==> config.mk <==
export PLATFORM = sky130hd
export DESIGN_NAME = fifo_burst_writer
export DESIGN_NICKNAME = d
export VERILOG_FILES = /design/src/rtl/fifo_burst_writer_pkg.sv /design/src/rtl/fifo_burst_writer_pattern_gen.sv /design/src/rtl/fifo_burst_writer.sv
export SDC_FILE = /design/constraint.sdc
export NUM_CORES = 1
export LEC_CHECK = 0
export CORE_ASPECT_RATIO = 1.1
export CORE_MARGIN = 4
export CORE_UTILIZATION = 53
export CTS_CLUSTER_SIZE = 14
export DETAILED_ROUTE_END_ITERATION = 7
export GPL_TIMING_DRIVEN = 0
export PLACE_DENSITY = 0.8
export SLEW_MARGIN = 0
export SYNTH_ARGS = -nofsm -noshare
export SYNTH_HDL_FRONTEND = slang
export SYNTH_SLANG_ARGS = --single-unit
==> constraint.sdc <==
create_clock -name wclk -period 2.5 [get_ports wclk]
set_input_delay 0.5 -clock wclk [delete_from_list [all_inputs] [get_ports wclk]]
set_output_delay 0.5 -clock wclk [all_outputs]
set_load 0.01 [all_outputs]
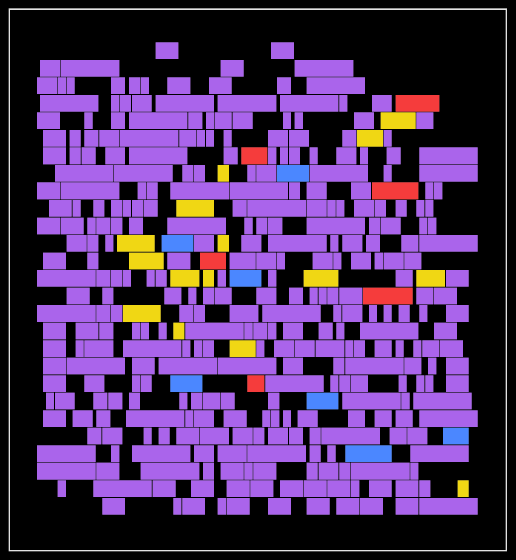
**Above:** sizing map.
_3 and _4 cells: marked red, cells 6, share 1.7%. _0 and _1 cells: marked purple, cells 320, share 92%. _6 and larger: marked blue, cells 7, share 2.0%. _2 cells: marked yellow, cells 15, share 4.3%.
Finished Cell Area: 3430 um2
worst setup margin: 0.1762 ns
P&R area growth vs syn: 23.75%
nonclk buf count: 64

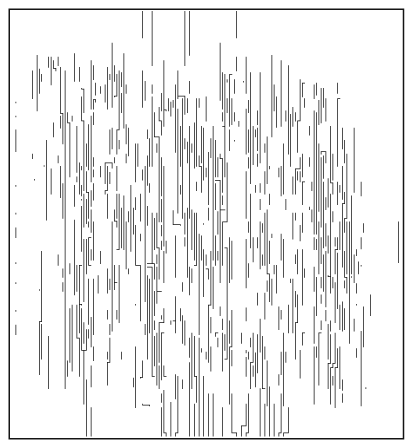
**Above:** met2 routing.
329 nets have wire on it. The layer carries 3180 um of wire.
met2 usage: 35.58%
via count: 2354
DRT Wirelength: 6.311 mm

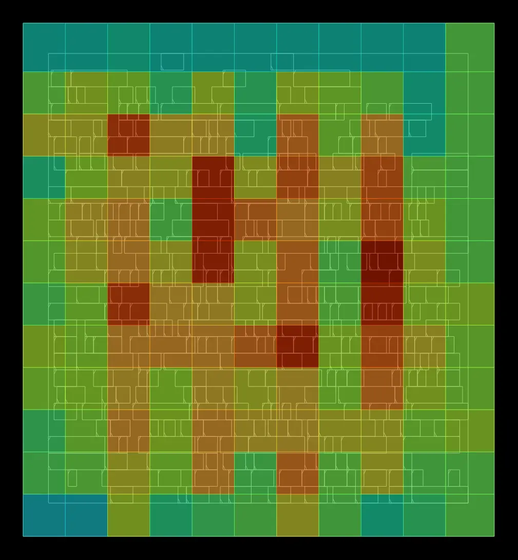
**Above:** routing congestion.
wire per inst: 15.54 um
utilization after layout: 68.13%

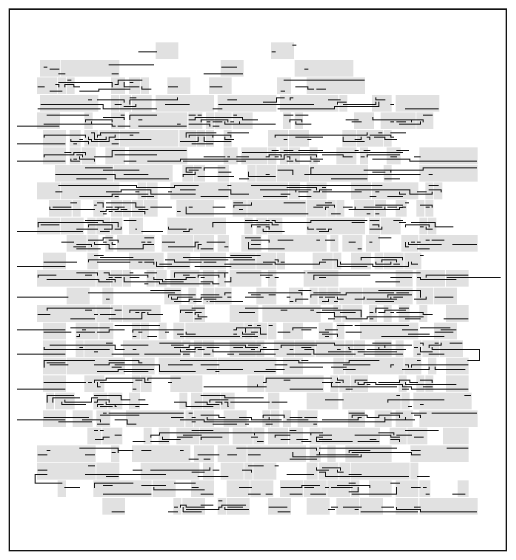
**Above:** the metal 1 layer.
The longest straight run is 28.1 um. The layer carries 2850 um of wire. 345 nets have wire on it. The wires run mostly horizontal. The layer holds 45% of the routed length.
met1 usage: 25.51%

==> results.toml <==
# generated from flow reports
[power]
fin_total_pwr_mw = 3.060

[cells_and_area]
drive_gt1_share_pct = 8.046
comb_area_share_pct = 43.71
sh_seq_area_pct = 35.02

[clocking]
cts_root_buf = "clkbuf_8"
htreeDepth = 2

[synth]
ys.flops = 48
synth-xor-area-share_pct = 10.43
mux_share_pct = 2.212
syn_inst = 293
yosysCellCount = 293

[drt]
drt_iter0_markers = 82

[timing]
rsz0062_at_grt = "false"
fin_crit_sh_pct = 92.95

[run_status]
status = "finished clean"

[setup_path]
max_stage_delay_ns = 0.60
worst-path-stages = 5

[grt]
grt_pass1_vias = 2399
met3_usage_pct = 4.104
antenna_found_initial = 0

[die]
die_width_um = 76.95
